===== src/rtl/serial_subtractor_if.sv =====
// Handshake and operand/result bundle for the bit-serial subtractor.
// The master drives start/A/B; the slave returns D/Bo/V with busy/done.
interface serial_subtractor_if #(
  parameter int WIDTH = 4
);
  logic             start;
  logic [WIDTH-1:0] A;
  logic [WIDTH-1:0] B;
  logic [WIDTH-1:0] D;
  logic             Bo;
  logic             V;
  logic             busy;
  logic             done;

  modport master (
    output start, A, B,
    input  D, Bo, V, busy, done
  );

  modport slave (
    input  start, A, B,
    output D, Bo, V, busy, done
  );
endinterface


===== src/rtl/serial_subtractor.sv =====
// Bit-serial D = A - B, LSB first, one borrow cell per clock.
// Bo flags unsigned borrow, V flags signed overflow.
module serial_subtractor #(
  parameter int WIDTH = 4
) (
  input logic          clk,
  input logic          rst_n,
  serial_subtractor_if.slave bus
);

  localparam int CW = $clog2(WIDTH);

  typedef enum logic [1:0] {
    S_IDLE,
    S_RUN,
    S_DONE
  } state_t;

  state_t state, state_nx;

  logic [WIDTH-1:0] a_sr, b_sr, r_sr;
  logic [WIDTH-1:0] d_q;
  logic [CW-1:0]    cnt;
  logic             br, a_msb, b_msb;
  logic             bo_q, v_q;
  logic             busy, done;

  logic             accept, last;
  logic             d_bit, br_nx;
  logic [WIDTH-1:0] r_nx;

  assign accept = bus.start &&
                  (state == S_IDLE || state == S_DONE);
  assign last   = (cnt == CW'(WIDTH - 1));

  assign d_bit = a_sr[0] ^ b_sr[0] ^ br;
  assign br_nx = (~a_sr[0] & b_sr[0]) |
                 (~(a_sr[0] ^ b_sr[0]) & br);
  assign r_nx  = {d_bit, r_sr[WIDTH-1:1]};

  always_ff @(posedge clk) begin
    if (!rst_n) state <= S_IDLE;
    else        state <= state_nx;
  end

  always_comb begin
    state_nx = state;
    unique case (state)
      S_IDLE: if (bus.start) state_nx = S_RUN;
      S_RUN:  if (last)      state_nx = S_DONE;
      S_DONE: state_nx = bus.start ? S_RUN : S_IDLE;
      default: state_nx = S_IDLE;
    endcase
  end

  always_comb begin
    busy = 1'b0;
    done = 1'b0;
    unique case (state)
      S_RUN:   busy = 1'b1;
      S_DONE:  done = 1'b1;
      default: ;
    endcase
  end

  // Results only move on the final bit-step; they hold through later runs.
  always_ff @(posedge clk) begin
    if (!rst_n) begin
      a_sr  <= '0;
      b_sr  <= '0;
      r_sr  <= '0;
      cnt   <= '0;
      br    <= 1'b0;
      a_msb <= 1'b0;
      b_msb <= 1'b0;
      d_q   <= '0;
      bo_q  <= 1'b0;
      v_q   <= 1'b0;
    end else if (accept) begin
      a_sr  <= bus.A;
      b_sr  <= bus.B;
      a_msb <= bus.A[WIDTH-1];
      b_msb <= bus.B[WIDTH-1];
      r_sr  <= '0;
      cnt   <= '0;
      br    <= 1'b0;
    end else if (state == S_RUN) begin
      a_sr <= a_sr >> 1;
      b_sr <= b_sr >> 1;
      r_sr <= r_nx;
      br   <= br_nx;
      cnt  <= cnt + 1'b1;
      if (last) begin
        d_q  <= r_nx;
        bo_q <= br_nx;
        v_q  <= (a_msb ^ b_msb) & (a_msb ^ d_bit);
      end
    end
  end

  assign bus.D    = d_q;
  assign bus.Bo   = bo_q;
  assign bus.V    = v_q;
  assign bus.busy = busy;
  assign bus.done = done;

endmodule


===== src/flat_wrapper.sv =====
// flat-port wrapper written by rule: the top's interface ports become plain ports
module serial_subtractor_flat 
#(
  parameter int WIDTH = 4
)
  (clk, rst_n, bus_start, bus_A, bus_B, bus_D, bus_Bo, bus_V, bus_busy, bus_done);
  serial_subtractor_if #(.WIDTH(WIDTH)) bus_i ();
  input logic clk;
  input logic rst_n;
  input wire logic [$bits(bus_i.start)-1:0] bus_start;
  input wire logic [$bits(bus_i.A)-1:0] bus_A;
  input wire logic [$bits(bus_i.B)-1:0] bus_B;
  output wire logic [$bits(bus_i.D)-1:0] bus_D;
  output wire logic [$bits(bus_i.Bo)-1:0] bus_Bo;
  output wire logic [$bits(bus_i.V)-1:0] bus_V;
  output wire logic [$bits(bus_i.busy)-1:0] bus_busy;
  output wire logic [$bits(bus_i.done)-1:0] bus_done;
  assign bus_i.start = bus_start;
  assign bus_i.A = bus_A;
  assign bus_i.B = bus_B;
  assign bus_D = bus_i.D;
  assign bus_Bo = bus_i.Bo;
  assign bus_V = bus_i.V;
  assign bus_busy = bus_i.busy;
  assign bus_done = bus_i.done;
  serial_subtractor #(.WIDTH(WIDTH)) u_core (.clk(clk), .rst_n(rst_n), .bus(bus_i));
endmodule

===== config.mk =====
export PLATFORM = sky130hd
export DESIGN_NAME = serial_subtractor_flat
export DESIGN_NICKNAME = d
export VERILOG_FILES = /design/src/rtl/serial_subtractor_if.sv /design/src/rtl/serial_subtractor.sv /design/src/flat_wrapper.sv
export SDC_FILE = /design/constraint.sdc
export NUM_CORES = 1
export LEC_CHECK = 0
export CAP_MARGIN = 10
export CORE_ASPECT_RATIO = 1.4
export CORE_MARGIN = 8
export CORE_UTILIZATION = 52
export CTS_BUF_LIST = sky130_fd_sc_hd__clkbuf_2 sky130_fd_sc_hd__clkbuf_4 sky130_fd_sc_hd__clkbuf_8
export CTS_CLUSTER_DIAMETER = 150
export DETAILED_ROUTE_END_ITERATION = 16
export GPL_TIMING_DRIVEN = 0
export PLACE_DENSITY = 0.9
export SLEW_MARGIN = 0
export SYNTH_ARGS = -nofsm -noshare
export SYNTH_HDL_FRONTEND = slang
export SYNTH_SLANG_ARGS = --single-unit

===== constraint.sdc =====
create_clock -name clk -period 1.8 [get_ports clk]
set_clock_uncertainty 0.05 [all_clocks]
set_input_delay 0.36 -clock clk [delete_from_list [all_inputs] [get_ports clk]]
set_output_delay 0.36 -clock clk [all_outputs]
set_load 0.02 [all_outputs]

Track usage over the die:
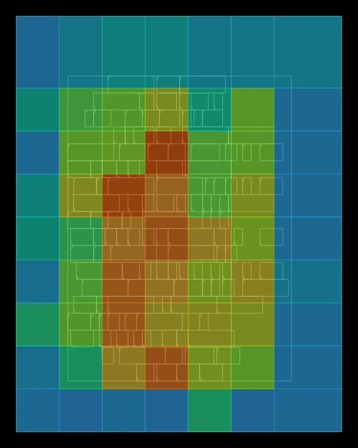
met2 Use GR: 21.7%
met3 global-route usage: 2.90%
GRT Util Overall: 12.1%

M1 wires:
(8 px per um)
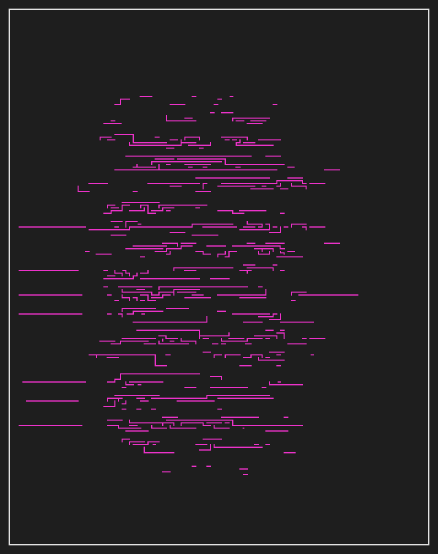
main direction: horizontal
share of all routed wire: 40%
longest straight run: 20.2 um
nets with wire on the layer: 132

==> results.toml <==
# physical design summary
[clock_network]
hold_buffers = 0
cts.sinks = 24
cts_tree = "yes"
clk_path_buf_depth = 2
cts_root_buffer = "clkbuf_4"
clk_latency_ns = 0.32
cts.clk_slew.worst_paths_ns = 0.12
post_cts_buffers = 0
htree_levels = 1

[yosys]
ys_seq_elements = 24
synthArstFlopShare_pct = 0
area_leaders = "dfxtp_1, nand2_1, a21oi_1"
yosysWarnings = 0
avgSynthCellArea_um2 = 8.85
common_cells = "dfxtp_1, nand2_1, a21oi_1, nor3_1"
synth_top_area_share_pct = 50.3
synth_area_um2 = 956
netlist_instances = 108
yosysUniqueCellTypes = 27
yosysCellCount = 108
yosysTopAreaCell = "dfxtp_1"
ff_type = "dfxtp_1"

[finish]
design_area_um2 = 1180
antennaDiodeCount = 0

[die]
die_x_um = 52.2
core.rowCount = 18
die_height_um = 66.7
core_um2 = 1760
initial_core_util_pct = 54.4
die_area_um2 = 3490
pin_count = 19

[sta]
setup_viol = 0
tightest_slew_ns = 0.482
slew_viol_final = 0
layout_setup_ws_ns = 0.0994
fin_crit_sh_pct = 94.5

[routing]
drc = 0
totalWireLength_um = 1930
first_iter_violations = 20
vias = 825

[power]
intPower_w = 0.000700
seqPwrFrac_pct = 60.7
combPwrFrac_pct = 14.8
power_w = 0.000939
swShare_pct = 25.4
leakagePower_nw = 0.426

[global_route]
antenna_found_initial = 0
grt_pass1_wl_um = 3220
met1_usage_pct = 11.7
busiest_layer = "met2"
grt_max_degree = 13

[worst_setup_path]
critPathKind = "flop to output pin"
slowest_stage = "dfxtp_1"
cp_data_arrival_time_ns = 1.29
crit_path_max_fanout = 10
r2r_end = "u_core.bus.V$_SDFFE_PN0P_"
rrSetupSlack_ns = 0.13
critical-path-top-delay-family = "buffers and inverters"
r2r_cells = 4

[min_path]
hp-class = "flop to flop"
min_to = "u_core.bus.D[1]$_SDFFE_PN0P_"

[place]
place_inst = 146
gp_congestion = 0.789
dpl.hpwl_um = 1490

[status]
status = "complete, no violations"

[job]
warnings = 26
cap_violations = 0
Placement by cell class:
(6 px per um)
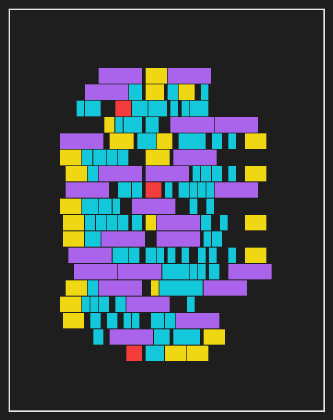
| colour | class | cells |
|---|---|---|
| red | clock-net drivers | 3 |
| cyan | remaining logic cells | 78 |
| purple | registers | 24 |
| yellow | remaining buffers and delay cells | 24 |

## cell type report
class | instances | area share (%)
plain buffers | 6 | 3.71
repair buffers | 18 | 15.0
clock buffers | 3 | 1.91
multi-input cells | 74 | 35.3
flip-flops and latches | 24 | 40.7
well taps | 20 | 2.12
inverters | 4 | 1.27
## cells by family (layout without fill, tap and decap cells)
| kind of cell | Yosys count | in the layout | share of synthesized area, % |
|---|---|---|---|
| buffers and inverters | 10 | 31 | 6.15 |
| adder cells (fa/ha/maj) | 2 | 2 | 3.40 |
| flip-flops | 24 | 24 | 50.3 |
| AND-OR/OR-AND | 26 | 26 | 16.8 |
| AND/OR/NAND/NOR | 45 | 45 | 22.5 |
| XOR/XNOR | 1 | 1 | 0.916 |
## worst register-to-register path: stages, from the launching register on
cell and delay [ns]:
dfxtp_1 0.34, inv_1 0.06, fa_1 0.53, or3b_2 0.46
a31oi_1 0.17
## cell usage in the layout (no fill, tap or decap)
cell type,netlist,layout
clkdlybuf4s50_1,0,16
clkbuf_4,0,3
o21a_1,1,1
dlygate4sd2_1,0,1
clkinv_1,1,1
a31oi_1,1,1
a211oi_2,2,2
a21oi_1,15,15
nand3_1,5,5
buf_4,1,2
fa_1,1,1
nor2_1,5,5
nor2b_1,2,2
ha_1,1,1
nand2b_2,2,2
and3b_1,1,1
nand3b_1,2,2
o21ai_1,1,1
nor3_1,6,6
dfxtp_1,24,24
clkbuf_1,1,1
or3b_2,1,1
o22ai_1,3,3
a22oi_1,3,3
xnor2_1,1,1
buf_6,2,2
inv_2,1,1
inv_1,2,2
nand2_1,21,21
buf_2,2,2
## power by group through the flow
stage | clock network [W] | registers, W | logic (W)
floorplan | 0 | 0.000578 | 0.0000939
global placement | 0 | 0.000580 | 0.000137
detailed placement | 0 | 0.000582 | 0.000140
CTS | 0.000238 | 0.000570 | 0.000139
global route | 0.000257 | 0.000573 | 0.000154
finish | 0.000230 | 0.000570 | 0.000139
## layer usage
| layer | up-vias | share of wire, % |
|---|---|---|
| li1 | 414 | - |
| met1 | 381 | 40 |
| met2 | 25 | 51 |
| met3 | 5 | 5.7 |
| met4 | 0 | 2.7 |
| met5 | - | 0 |
## state kept, by name (all words and copies together) (netlist names)
| register | count |
|---|---|
| u_core.a_msb | 1 |
| u_core.b_msb | 1 |
| u_core.br | 1 |
| u_core.r_sr | 3 |
| u_core.state | 2 |
| u_core.bus.V | 1 |
| u_core.cnt | 2 |
| u_core.a_sr | 4 |
| u_core.b_sr | 4 |
| u_core.bus.D | 4 |
| u_core.bus.Bo | 1 |
## how the worst max path moves through the flow
stage / start / to / slack, ns
after CTS: u_core.state[1]$_SDFFE_PN0P_ / bus_busy / 0.06
after global placement: u_core.state[1]$_SDFFE_PN0P_ / bus_busy / 0.006
after global routing: u_core.state[1]$_SDFFE_PN0P_ / bus_busy / 0.006
after floorplan: u_core.b_sr[0]$_SDFFE_PN0P_ / u_core.bus.V$_SDFFE_PN0P_ / 0.22
final: u_core.state[1]$_SDFFE_PN0P_ / bus_busy / 0.1
after detailed placement: u_core.state[1]$_SDFFE_PN0P_ / bus_busy / -0.006
## what timing repair did
item                                    CTS  global route
endpoints found under the setup margin    2             1
resized                                   5             1
hold endpoints to repair                  0             0
Power figures rest on the tool's default switching activity, not on a simulated workload.
